### src/rtl/cpu_pwr_seq_pkg.sv
// Shared types and helpers for the CPU cluster power sequencer.
// State encodings are mirrored in the PMU software headers; keep them stable.
package cpu_pwr_seq_pkg;

    // Encodings visible to software through pwr_status
    localparam logic [2:0] PWR_STATUS_OFF       = 3'd0;
    localparam logic [2:0] PWR_STATUS_WAIT_SLOT = 3'd1;
    localparam logic [2:0] PWR_STATUS_RAMP      = 3'd2;
    localparam logic [2:0] PWR_STATUS_RST_HOLD  = 3'd3;
    localparam logic [2:0] PWR_STATUS_ON        = 3'd4;
    localparam logic [2:0] PWR_STATUS_GATED     = 3'd5;
    localparam logic [2:0] PWR_STATUS_DRAIN     = 3'd6;
    localparam logic [2:0] PWR_STATUS_UNUSED    = 3'd7;

    typedef enum logic [2:0] {
        PWR_OFF       = PWR_STATUS_OFF,
        PWR_WAIT_SLOT = PWR_STATUS_WAIT_SLOT,
        PWR_RAMP      = PWR_STATUS_RAMP,
        PWR_RST_HOLD  = PWR_STATUS_RST_HOLD,
        PWR_ON        = PWR_STATUS_ON,
        PWR_GATED     = PWR_STATUS_GATED,
        PWR_DRAIN     = PWR_STATUS_DRAIN
    } pwr_state_e;

    typedef struct packed {
        logic pwr_en;
        logic iso;
        logic rst;
        logic clk_en;
    } pwr_ctrl_t;

    // Power-domain controls as a pure function of the state; unknown
    // encodings fall back to the fully isolated, held-in-reset values.
    function automatic pwr_ctrl_t pwr_decode(input pwr_state_e s);
        pwr_ctrl_t c;
        case (s)
            PWR_OFF:       c = '{pwr_en: 1'b0, iso: 1'b1, rst: 1'b1, clk_en: 1'b0};
            PWR_WAIT_SLOT: c = '{pwr_en: 1'b0, iso: 1'b1, rst: 1'b1, clk_en: 1'b0};
            PWR_RAMP:      c = '{pwr_en: 1'b1, iso: 1'b1, rst: 1'b1, clk_en: 1'b0};
            PWR_RST_HOLD:  c = '{pwr_en: 1'b1, iso: 1'b0, rst: 1'b1, clk_en: 1'b1};
            PWR_ON:        c = '{pwr_en: 1'b1, iso: 1'b0, rst: 1'b0, clk_en: 1'b1};
            PWR_GATED:     c = '{pwr_en: 1'b1, iso: 1'b0, rst: 1'b0, clk_en: 1'b0};
            PWR_DRAIN:     c = '{pwr_en: 1'b1, iso: 1'b1, rst: 1'b1, clk_en: 1'b0};
            default:       c = '{pwr_en: 1'b0, iso: 1'b1, rst: 1'b1, clk_en: 1'b0};
        endcase
        return c;
    endfunction

    // Core is powered and usable from the requester's point of view
    function automatic logic pwr_is_ack(input pwr_state_e s);
        return (s == PWR_ON) || (s == PWR_GATED);
    endfunction

    // Core is in a transitional state
    function automatic logic pwr_is_busy(input pwr_state_e s);
        return (s == PWR_WAIT_SLOT) || (s == PWR_RAMP) ||
               (s == PWR_RST_HOLD)  || (s == PWR_DRAIN);
    endfunction

endpackage

### src/rtl/cpu_pwr_seq_core.sv
// Per-core power sequencer: FSM plus phase counter and WFI idle counter.
module cpu_pwr_seq_core
    import cpu_pwr_seq_pkg::*;
#(
    parameter int RAMP_CYCLES      = 16,
    parameter int RST_HOLD_CYCLES  = 8,
    parameter int IDLE_GATE_CYCLES = 32,
    parameter int CNT_W            = 8
) (
    input  logic       clk_pclk,
    input  logic       rst_poreset,
    input  logic       i_req,
    input  logic       i_wfi,
    input  logic       i_wake,
    input  logic       i_grant,
    output pwr_state_e o_state,
    output logic       o_in_ramp,
    output logic       o_wait_slot
);

    localparam logic [CNT_W-1:0] RAMP_LAST = CNT_W'(RAMP_CYCLES - 1);
    localparam logic [CNT_W-1:0] HOLD_LAST = CNT_W'(RST_HOLD_CYCLES - 1);
    localparam logic [CNT_W-1:0] IDLE_MAX  = CNT_W'(IDLE_GATE_CYCLES);
    localparam bit               GATE_EN   = (IDLE_GATE_CYCLES != 0);

    pwr_state_e       r_state;
    logic [CNT_W-1:0] r_cnt;
    logic [CNT_W-1:0] r_idle;

    // Sequencer: phase counter times RAMP/RST_HOLD/DRAIN, idle counter times WFI in ON
    always_ff @(posedge clk_pclk) begin
        if (rst_poreset) begin
            r_state <= PWR_OFF;
            r_cnt   <= '0;
            r_idle  <= '0;
        end else begin
            case (r_state)
                PWR_OFF: begin
                    if (i_req) r_state <= PWR_WAIT_SLOT;
                end
                PWR_WAIT_SLOT: begin
                    if (!i_req) begin
                        r_state <= PWR_OFF;
                    end else if (i_grant) begin
                        r_state <= PWR_RAMP;
                        r_cnt   <= '0;
                    end
                end
                // Request drops are deliberately ignored until reset release completes
                PWR_RAMP: begin
                    if (r_cnt == RAMP_LAST) begin
                        r_state <= PWR_RST_HOLD;
                        r_cnt   <= '0;
                    end else begin
                        r_cnt <= r_cnt + 1'b1;
                    end
                end
                PWR_RST_HOLD: begin
                    if (r_cnt == HOLD_LAST) begin
                        r_cnt <= '0;
                        if (i_req) begin
                            r_state <= PWR_ON;
                            r_idle  <= '0;
                        end else begin
                            r_state <= PWR_DRAIN;
                        end
                    end else begin
                        r_cnt <= r_cnt + 1'b1;
                    end
                end
                PWR_ON: begin
                    if (!i_req) begin
                        r_state <= PWR_DRAIN;
                        r_cnt   <= '0;
                    end else if (GATE_EN && (r_idle == IDLE_MAX)) begin
                        r_state <= PWR_GATED;
                    end else if (i_wfi) begin
                        if (r_idle != IDLE_MAX) r_idle <= r_idle + 1'b1;
                    end else begin
                        r_idle <= '0;
                    end
                end
                // Power-down wins over wake
                PWR_GATED: begin
                    if (!i_req) begin
                        r_state <= PWR_DRAIN;
                        r_cnt   <= '0;
                    end else if (i_wake || !i_wfi) begin
                        r_state <= PWR_ON;
                        r_idle  <= '0;
                    end
                end
                PWR_DRAIN: begin
                    if (r_cnt == HOLD_LAST) begin
                        r_state <= PWR_OFF;
                        r_cnt   <= '0;
                    end else begin
                        r_cnt <= r_cnt + 1'b1;
                    end
                end
                // Corrupted encoding: take the safe path down
                default: begin
                    r_state <= PWR_DRAIN;
                    r_cnt   <= '0;
                end
            endcase
        end
    end

    assign o_state     = r_state;
    assign o_in_ramp   = (r_state == PWR_RAMP);
    assign o_wait_slot = (r_state == PWR_WAIT_SLOT);

endmodule

### src/rtl/cpu_cluster_pwr_seq.sv
// Cluster power sequencer: per-core sequencers plus inrush-limited
// round-robin grant of power-up slots.
module cpu_cluster_pwr_seq
    import cpu_pwr_seq_pkg::*;
#(
    parameter int NUM_CORES         = 8,
    parameter int RAMP_CYCLES       = 16,
    parameter int RST_HOLD_CYCLES   = 8,
    parameter int IDLE_GATE_CYCLES  = 32,
    parameter int MAX_CONCURRENT_UP = 2,
    parameter int CNT_W             = 8
) (
    input  logic                   clk_pclk,
    input  logic                   rst_poreset,
    input  logic [NUM_CORES-1:0]   pwr_req,
    output logic [NUM_CORES-1:0]   pwr_ack,
    input  logic [NUM_CORES-1:0]   core_wfi,
    input  logic [NUM_CORES-1:0]   core_wake,
    output logic [NUM_CORES-1:0]   core_pwr_en,
    output logic [NUM_CORES-1:0]   core_iso,
    output logic [NUM_CORES-1:0]   core_rst,
    output logic [NUM_CORES-1:0]   core_clk_en,
    output logic [NUM_CORES*3-1:0] pwr_status,
    output logic                   busy
);

    localparam int             PTR_W  = (NUM_CORES > 1) ? $clog2(NUM_CORES) : 1;
    localparam logic [4:0]     MAX_UP = 5'(MAX_CONCURRENT_UP);
    localparam logic [PTR_W:0] NC     = (PTR_W + 1)'(NUM_CORES);

    pwr_state_e           w_state [NUM_CORES];
    logic [NUM_CORES-1:0] w_in_ramp;
    logic [NUM_CORES-1:0] w_wait_slot;
    logic [NUM_CORES-1:0] w_grant;
    logic [NUM_CORES-1:0] w_busy;
    logic [4:0]           w_ramp_cnt;
    logic                 w_slot_free;
    logic                 w_found;
    logic [PTR_W-1:0]     w_gnt_idx;
    logic [PTR_W:0]       w_sum;
    logic [PTR_W-1:0]     w_idx;
    logic [PTR_W-1:0]     r_ptr;

    for (genvar gi = 0; gi < NUM_CORES; gi++) begin : g_core
        pwr_ctrl_t w_ctrl;

        cpu_pwr_seq_core #(
            .RAMP_CYCLES      (RAMP_CYCLES),
            .RST_HOLD_CYCLES  (RST_HOLD_CYCLES),
            .IDLE_GATE_CYCLES (IDLE_GATE_CYCLES),
            .CNT_W            (CNT_W)
        ) u_core (
            .clk_pclk    (clk_pclk),
            .rst_poreset (rst_poreset),
            .i_req       (pwr_req[gi]),
            .i_wfi       (core_wfi[gi]),
            .i_wake      (core_wake[gi]),
            .i_grant     (w_grant[gi]),
            .o_state     (w_state[gi]),
            .o_in_ramp   (w_in_ramp[gi]),
            .o_wait_slot (w_wait_slot[gi])
        );

        assign w_ctrl              = pwr_decode(w_state[gi]);
        assign core_pwr_en[gi]     = w_ctrl.pwr_en;
        assign core_iso[gi]        = w_ctrl.iso;
        assign core_rst[gi]        = w_ctrl.rst;
        assign core_clk_en[gi]     = w_ctrl.clk_en;
        assign pwr_ack[gi]         = pwr_is_ack(w_state[gi]);
        assign w_busy[gi]          = pwr_is_busy(w_state[gi]);
        assign pwr_status[3*gi+:3] = w_state[gi];
    end

    assign busy = |w_busy;

    // Count cores currently ramping (registered state only, so a core leaving
    // RAMP this cycle still occupies its slot)
    always_comb begin
        w_ramp_cnt = '0;
        for (int i = 0; i < NUM_CORES; i++) begin
            w_ramp_cnt = w_ramp_cnt + 5'(w_in_ramp[i]);
        end
    end

    assign w_slot_free = (w_ramp_cnt < MAX_UP);

    // Round-robin pick of one waiting core, scanning upward from the pointer
    always_comb begin
        w_grant   = '0;
        w_found   = 1'b0;
        w_gnt_idx = '0;
        w_sum     = '0;
        w_idx     = '0;
        for (int k = 0; k < NUM_CORES; k++) begin
            w_sum = {1'b0, r_ptr} + (PTR_W + 1)'(k);
            if (w_sum >= NC) w_sum = w_sum - NC;
            w_idx = w_sum[PTR_W-1:0];
            if (w_slot_free && !w_found && w_wait_slot[w_idx]) begin
                w_grant[w_idx] = 1'b1;
                w_found        = 1'b1;
                w_gnt_idx      = w_idx;
            end
        end
    end

    // Pointer moves past the last granted core
    always_ff @(posedge clk_pclk) begin
        if (rst_poreset) begin
            r_ptr <= '0;
        end else if (w_found) begin
            r_ptr <= (w_gnt_idx == PTR_W'(NUM_CORES - 1)) ? '0 : w_gnt_idx + 1'b1;
        end
    end

endmodule

### config.mk
export PLATFORM = sky130hd
export DESIGN_NAME = cpu_cluster_pwr_seq
export DESIGN_NICKNAME = d
export VERILOG_FILES = /design/src/rtl/cpu_pwr_seq_pkg.sv /design/src/rtl/cpu_pwr_seq_core.sv /design/src/rtl/cpu_cluster_pwr_seq.sv
export SDC_FILE = /design/constraint.sdc
export NUM_CORES = 1
export LEC_CHECK = 0
export ABC_AREA = 0
export CORE_MARGIN = 3
export CORE_UTILIZATION = 50
export CTS_BUF_LIST = sky130_fd_sc_hd__clkbuf_8
export CTS_CLUSTER_SIZE = 10
export DETAILED_ROUTE_END_ITERATION = 16
export GPL_TIMING_DRIVEN = 1
export PLACE_DENSITY = 0.75
export SYNTH_ARGS = -nofsm -noshare
export SYNTH_HDL_FRONTEND = slang
export SYNTH_SLANG_ARGS = --single-unit
export TNS_END_PERCENT = 30
### constraint.sdc
create_clock -name clk_pclk -period 11.9 [get_ports clk_pclk]
set_clock_uncertainty 0.05 [all_clocks]
set_input_delay 2.38 -clock clk_pclk [delete_from_list [all_inputs] [get_ports clk_pclk]]
set_output_delay 2.38 -clock clk_pclk [all_outputs]
set_load 0.02 [all_outputs]
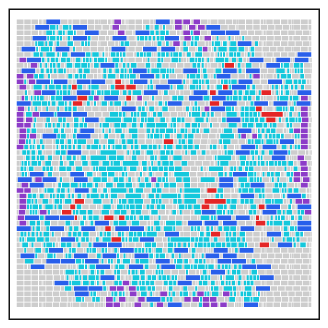
**Above:** cell classes on the final placement.
Drawn at 2 px/um. Fill, decap, tap and diode cells in gray.
blue -> sequential cells  # cells 155
red -> clock drivers and dummy loads  # cells 32
cyan -> remaining logic cells  # cells 1,202
purple -> remaining buffers and delay cells  # cells 97
post-route standard cell area excluding fillers: 0.01237 mm2
post-route core utilization: 58.10%
area of the core region: 0.02129 mm2
sequential cell area share: 25.09%

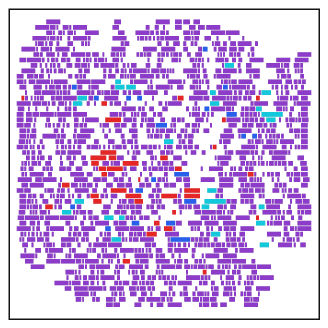
**Above:** sizing map.
Drawn at 2 px/um.
red -> x2  # cells 36, share 2.4%, most used mux4_2
purple -> x1 and smaller  # cells 1,405, share 95%, most used dfxtp_1
cyan -> x6 and larger  # cells 25, share 1.7%, most used clkbuf_8
blue -> x3 and x4  # cells 20, share 1.3%, most used buf_4

==> results_slide.txt <==
Key Metrics from the Run

Final layout
  • Share of post-route cells with drive strength above 1: 5.451%
  • Synth-to-Final Area Change: 12.63%

Worst hold path
  • Hold path cells: 1

Critical path
  • End point of the critical path: r_ptr[0]
  • CP max FO: 19
  • Endpoint of the worst register-to-register path: r_ptr[0]
  • Largest stage delay on the critical path: 680 ps
  • Category of the most critical setup path: reg -> reg
  • Setup slack, reg-to-reg: 5340 ps

Place
  • Placed Area: 0.01197 mm2
  • Detailed-placement wirelength estimate: 20,610 um

STA
  • Tmin final: 6560 ps

CTS
  • Clock transition time at the flip-flop clock pins of the worst setup and hold paths: 90 ps

Logic synthesis
  • Main area contributors: dfxtp_1 (28%), nor2_1 (5.2%), nand2_1 (5.2%)
  • Post-synthesis register bit count: 155

Outcome
  • Run status: completed

Power and ir drop
  • Gate power share: 59.1%
  • Biggest power consumer among the groups: combinational cells

Routing
  • DR vias: 10.96k
  • Residual DRC count: 0

GRT
  • GR Util All Layers: 24.12%
  • GRT met2 Usage: 38.21%
  • Met1 Track Usage GR: 33.01%

Die
  • Total I/O pin count: 91
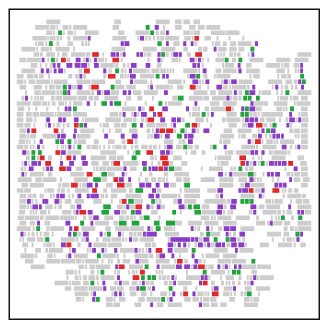
**Above:** selected gate families.
Drawn at 2 px/um.
purple -> aoi and oai cells  # cells 320, where widely spread
green -> and/or cells  # cells 105, where widely spread
red -> non-inverting ao/oa cells  # cells 56
final cell count without fillers: 1,761
most numerous logic cell after layout: dfxtp_1
multi-input gate share of the layout cell area: 59.64%

==> cell type report <==
| class | instances | share of cell area [%] |
|---|---|---|
| Timing Repair Buffer | 97 | 7.669 |
| Multi-Input combinational cell | 1149 | 59.64 |
| Clock inverter | 15 | 1.315 |
| Inverter | 53 | 1.609 |
| Tap cell | 275 | 2.782 |
| Sequential cell | 155 | 25.09 |
| Clock buffer | 17 | 1.892 |
==> cell families (layout without fill, tap and decap cells) <==
logic type / count (synthesis) / after routing / share of synthesized area [%]
xor+xnor: 52 / 52 / 4.148
simple gates: 642 / 642 / 30.71
compound gates: 376 / 376 / 22.72
mux: 41 / 41 / 4.991
buf+inv: 130 / 182 / 4.569
fa+ha+maj: 38 / 38 / 4.604
flops: 155 / 155 / 28.26
No activity file was given, so power comes from the tool's default toggle rates.
